[src/rtl/cory_rr_arb.sv]
// Packet-level round-robin arbiter: shares one valid/ready channel among M requesters,
// holding each grant for exactly L accepted beats before rotating priority.
module cory_rr_arb #(
    parameter int unsigned N = 64,
    parameter int unsigned M = 4,
    parameter int unsigned L = 16,
    parameter int unsigned W = $clog2(M)
) (
    input  logic           clk,
    input  logic           reset_n,
    input  logic [M-1:0]   i_a_v,
    input  logic [M*N-1:0] i_a_d,
    output logic [M-1:0]   o_a_r,
    output logic           o_z_v,
    output logic [N-1:0]   o_z_d,
    output logic [W-1:0]   o_z_s,
    output logic           o_z_l,
    input  logic           i_z_r,
    output logic           o_busy
);

    localparam int unsigned   CW       = (L > 1) ? $clog2(L) : 1;
    localparam logic [CW-1:0] CNT_LAST = CW'(L - 1);

    typedef enum logic {
        IDLE = 1'b0,
        BUSY = 1'b1
    } state_t;

    state_t        state_q, state_d;
    logic [W-1:0]  ptr_q, ptr_d;
    logic [W-1:0]  grant_q, grant_d;
    logic [CW-1:0] cnt_q, cnt_d;

    logic          busy;
    logic          any_req;
    logic          fire;
    logic          last;
    logic [W-1:0]  pick;
    int unsigned   rr_idx;

    assign busy    = (state_q == BUSY);
    assign any_req = |i_a_v;
    assign last    = (cnt_q == CNT_LAST);
    assign fire    = busy && i_a_v[grant_q] && i_z_r;

    // First requester at or after ptr, wrapping modulo M; lowest offset wins.
    always_comb begin
        pick   = ptr_q;
        rr_idx = 0;
        for (int unsigned i = M; i > 0; i--) begin
            rr_idx = 32'(ptr_q) + i - 1;
            if (rr_idx >= M) begin
                rr_idx = rr_idx - M;
            end
            if (i_a_v[W'(rr_idx)]) begin
                pick = W'(rr_idx);
            end
        end
    end

    always_comb begin
        state_d = state_q;
        ptr_d   = ptr_q;
        grant_d = grant_q;
        cnt_d   = cnt_q;
        case (state_q)
            IDLE: begin
                if (any_req) begin
                    grant_d = pick;
                    cnt_d   = '0;
                    state_d = BUSY;
                end
            end
            BUSY: begin
                if (fire) begin
                    if (last) begin
                        ptr_d   = (grant_q == W'(M - 1)) ? '0 : grant_q + W'(1);
                        cnt_d   = '0;
                        state_d = IDLE;
                    end else begin
                        cnt_d = cnt_q + CW'(1);
                    end
                end
            end
            default: state_d = IDLE;
        endcase
    end

    always_ff @(posedge clk or negedge reset_n) begin
        if (!reset_n) begin
            state_q <= IDLE;
            ptr_q   <= '0;
            grant_q <= '0;
            cnt_q   <= '0;
        end else begin
            state_q <= state_d;
            ptr_q   <= ptr_d;
            grant_q <= grant_d;
            cnt_q   <= cnt_d;
        end
    end

    // Channel is a pass-through of the granted requester while a packet is open.
    assign o_busy = busy;
    assign o_z_s  = grant_q;
    assign o_z_v  = busy && i_a_v[grant_q];
    assign o_z_d  = busy ? i_a_d[grant_q*N +: N] : '0;
    assign o_z_l  = busy && last;
    assign o_a_r  = (busy && i_z_r) ? (M'(1) << grant_q) : '0;

endmodule

[config.mk]
export PLATFORM = sky130hd
export DESIGN_NAME = cory_rr_arb
export DESIGN_NICKNAME = d
export VERILOG_FILES = /design/src/rtl/cory_rr_arb.sv
export SDC_FILE = /design/constraint.sdc
export NUM_CORES = 1
export LEC_CHECK = 0
export ABC_AREA = 1
export CAP_MARGIN = 20
export CELL_PAD_IN_SITES_DETAIL_PLACEMENT = 0
export CELL_PAD_IN_SITES_GLOBAL_PLACEMENT = 1
export CORE_MARGIN = 3
export CORE_UTILIZATION = 14
export CTS_CLUSTER_DIAMETER = 50
export DETAILED_ROUTE_END_ITERATION = 8
export PLACE_DENSITY = 0.77
export SYNTH_ARGS = -nofsm -noshare
export SYNTH_HDL_FRONTEND = slang
export SYNTH_SLANG_ARGS = --single-unit
[constraint.sdc]
create_clock -name clk -period 1.4 [get_ports clk]
set_input_delay 0.21 -clock clk [delete_from_list [all_inputs] [get_ports clk]]
set_output_delay 0.21 -clock clk [all_outputs]
set_load 0.005 [all_outputs]
### Routing congestion map

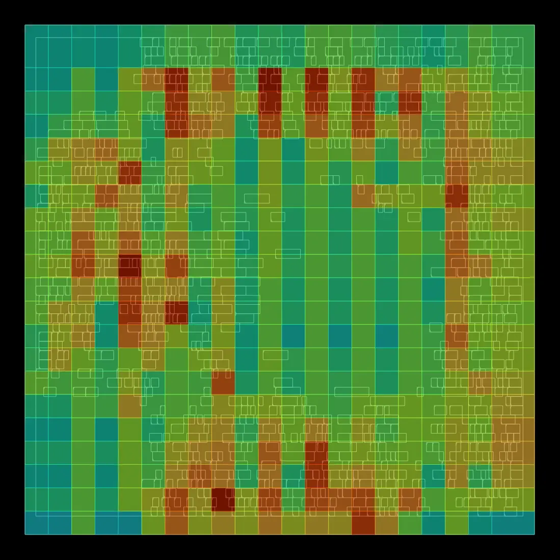
post-layout util: 0.4048
wire per inst: 16.24 um

### Cell sizes after repair

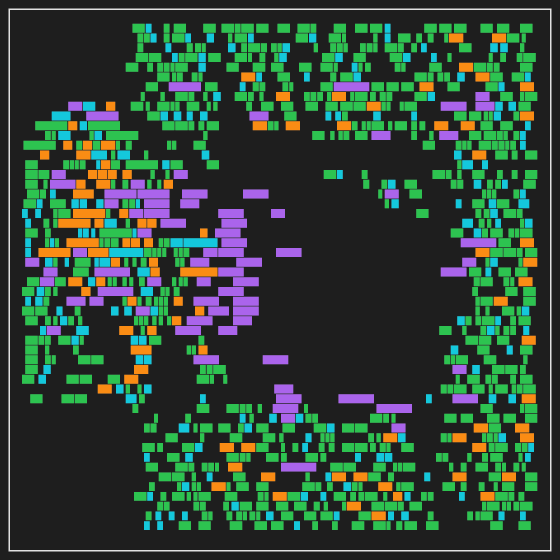
Key: orange = drive 3 to 4 [cells 92]; cyan = drive 2 [cells 174]; green = drive 1 or less [cells 665]; purple = drive 6 and up [cells 74]

### Placement density heat map

The bar under the picture is 50 um long. 15 x 15 tiles, from dark blue (low) to red (high), 0 to 100% covered.
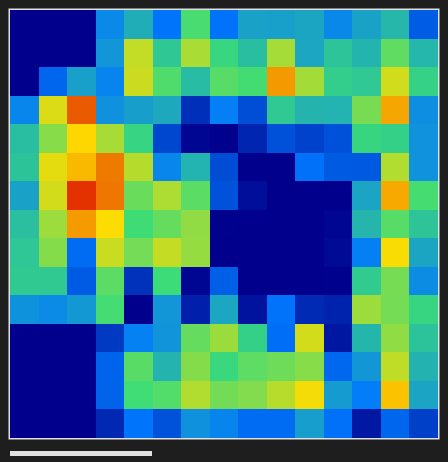
18% of the tiles are nearly empty. The fullest tile reaches 94%. The mean over all tiles is 35%. The densest ninth of the die: middle left.
Pre-Place Util: 0.1438
Core ar.: 20360 um2

### Wire density map

The bar under the picture is 50 um long. 30 x 30 tiles, from dark blue (low) to red (high), scaled to the fullest tile. Values are wire area over tile area, all layers added.
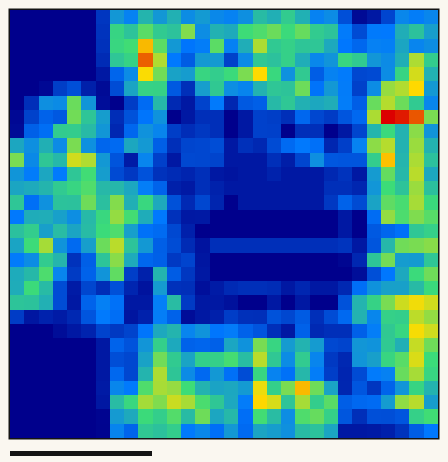
13% of the tiles are over half the peak. The emptiest ninth of the die: centre. The fullest tile reaches 0.56. The mean over all tiles is 0.15. 15% of the tiles are nearly empty.

registers in the layout (all words and copies together), names as in the netlist:
signal / flops
cnt_q: 4
o_busy: 1
o_z_s: 2
ptr_q: 2
power breakdown:
group,total (mW),switching (mW),internal (mW)
Combinational,12.9,6.27,6.67
Sequential,0.525,0.142,0.383
Clock,0.513,0.131,0.381
Total,14.0,6.54,7.43
cell families after synthesis:
logic type	Yosys count	share of synthesized area
adders and majority gates	5	0.02137
DFF	9	0.07692
and+or+nand+nor	332	0.4457
AOI/OAI and AO/OA	202	0.3500
buffers and inverters	72	0.1060
cell type report:
class                           instances  area share
Sequential cell                         9     0.02808
Multi-Input combinational cell        539      0.3770
Clock buffer                            4    0.009561
Tap cell                              270     0.04098
Inverter                               21     0.01169
Timing Repair Buffer                  432      0.5327
==> run summary <==
Summary of implementation figures.

Clock network
The TritonCTS clock tree is built. The number of setup buffers added after CTS is 28. Counting every sink on the clock net gives 9.

Per the CTS log, the buffer count on the longest clock path is 2. The number of buffers added by the clock tree synthesis step is 3. The clock edge transition at the registers on the reported setup and hold paths is around 0.040 ns. After clock tree synthesis, the repair step resized 563 gates. Looking at the clock tree report, the root buffer type is clkbuf_16. The report puts the hold buffer count at CTS at 0.

The insertion delay of the later-clocked pin in the worst-skew pair is around 0.24 ns. In this run the number of H-tree levels came out at 1.

STA
The last timing report of the flow puts the setup violation total at 77. The clock arrives with around 0.0027 ns of skew. Setup repair after global routing could not meet its margin everywhere.

The final layout reports a setup TNS of -28.96 ns. The final max-slew violation count recorded for this run is 0. Once routing completed, OpenROAD measured the worst setup slack at -0.4618 ns. The minimum hold slack is 0.2966 ns. The final tally of hold violations is 0. The pin closest to its max-slew limit shows a slew of roughly 0.46 ns. The smallest clock period supported by the final layout is computed as 1.862 ns. The maximum operating frequency is ~0.54 GHz. The post-route fraction of the period consumed by the critical path is 1.330. Across all checked pins, the minimum headroom to the slew limit is 0.6931.

Critical path
The cell depth of the worst flop-to-flop path is 12. The cell sequence reported for the critical path is buf_12 > buf_12 > buf_8 > nor2_2 > nor2_1 > o21ai_1 > a21oi_2 > buf_2. Among the stages of the critical path, the cell type that occurs most often is buf_12. The OpenROAD report gives the critical path a data arrival time of 1.65 ns. The timing endpoint of the critical path is o_z_d[31].

The count of buffer and inverter cells on the critical path is 4. The critical path required time is 1.19 ns. STA lists the maximum fanout along the critical path as 5.

The critical path's largest stage delay is ~0.53 ns. The type of origin of the critical path is a flop. STA lists the endpoint of the worst register-to-register path as ptr_q[0].

Setup slack on the worst reg-to-reg path comes out at -0.33 ns. The most critical setup path has its startpoint at o_z_s[0]. The top cell family by delay on the critical path is buffers and inverters.

In this run the number of cells on the critical path is 8. The standard cell with the maximum stage delay on the critical path is dfrtp_4. STA classifies the critical path endpoint as a primary output. The launch point of the worst register-to-register path is recorded as o_z_s[0]. The critical path class is reg2out.

Finish
With fillers left out, the area of the finished cells amounts to 8244 um2. By instance count after routing, the leading logic cell types are 258 x clkdlybuf4s50_1, 151 x nor2_1, 111 x o21ai_1, 70 x buf_2, 66 x nor2_2. Per the final layout report, the fraction of cells sized above drive strength 1 comes to 0.3383. The area growth from synthesis to layout is 181.6%. Summing all flip-flop and latch instances after layout gives approximately 230 um2.

The area taken by multi-input combinational cells is reported as 3108 um2. Once layout is complete, the cells apart from fillers number ~1300. 0 antenna diodes ended up in the layout. In the final layout, the fill cell count is around 2200.

The library cell used most frequently in the layout, excluding fill and tap cells, is clkdlybuf4s50_1. In the final design database the tool counted 1274 nets.

Synth
The count of mapped cells out of synthesis is ~620. The main flop type is dfrtp_1. Of the synthesized area, sequential elements account for 0.07692. After synthesis, the chip area reported by Yosys is 2928 um2.

The cell area after synthesis is a little under 3000 um2. By count the netlist is led by 265 x nor2_1, 132 x o21ai_0, 66 x a21oi_1. The cell accounting for the most synthesized area is nor2_1. Yosys attributes the largest share of cell area to nor2_1 34%, o21ai_0 23%, a21oi_1 11%. The area fraction of the dominant cell type after synthesis is 0.3397. By instance count, the leading cell after synthesis is nor2_1. The cell count in the Yosys report is between 600 and 700. Counting flops with an async set or reset pin after synthesis yields a share of 1.000. The flop and latch count out of synthesis is 9. The synthesized netlist net count is around 890. Counting distinct cell types in the post-synthesis netlist gives 25. The per-instance average area after synthesis is about 4.7 um2. Yosys mapped a number of flops with a built-in enable equal to 0. The number of warnings printed during yosys synthesis is 0.

Place
Per the gpl log, the routability congestion estimate is around 0.84. The number of placed instances with taps included is 1235. Timing analysis after detailed placement gives a worst setup slack of -0.5776 ns. The placed standard-cell area is roughly 7100 um2. The count of input and output buffers is 335. The HPWL after detailed placement is 14950 um.

Detailed routing
The met3 wire length is 1690 um. The vias after detailed routing is around 5500. The count of nets left with antenna violations once routing finished came out at 0. Routed signal wires occupy layers up through met4. The detailed router finished its first iteration with ~190 violations. For this block, wires on met1 add up to approximately 8000 um. The DRC violation total left in the routed layout is recorded as 0.

The final routed wirelength across all metal layers is between 20000 and 25000 um. The ratio of routed vias to standard cells is 4.322. The count of TritonRoute iterations in the first routing pass is 6. The routed wire length on met2 is approximately 11000 um.

Pwr
The total design power is between 10 and 15 mW. The highest supply drop recorded on VDD is around 0.82 mV. The total power per unit cell area is 1695 nW/um2. Per the OpenROAD power report, leakage power amounts to ~3.3 nW.

Global route
The maximum number of pins on one net before global-route repair is 34. The global-route met3 utilization is 0.03281. The met2 usage is 0.3014. The initial antenna violation count is 0.

The global-route wire length before repair is approximately 30000 um. The combined global-route utilization of all metal layers is 0.1643. The via count of the first global-routing pass is around 5400. After global routing, the most crowded layer is met2. The global route stage reports its total congestion overflow as 0. The global routing report lists met1 layer usage as 0.2027.

Die
The die span in x is about 150 um. The overall die height is 150.6 um. After floorplanning, the die was sized to cover about 23000 um2. According to the I/O placement log, the pin count is 336. The floorplan has 52 rows.

Hold path
The path class of the lowest-slack min-delay path is in2async.

Job
The number of warnings in the stage logs is 32. The tally of max-capacitance violations is 0.

Status
The final reports fail on negative setup slack. The run finished, with violations left.
Power figures rest on the tool's default switching activity, not on a simulated workload.
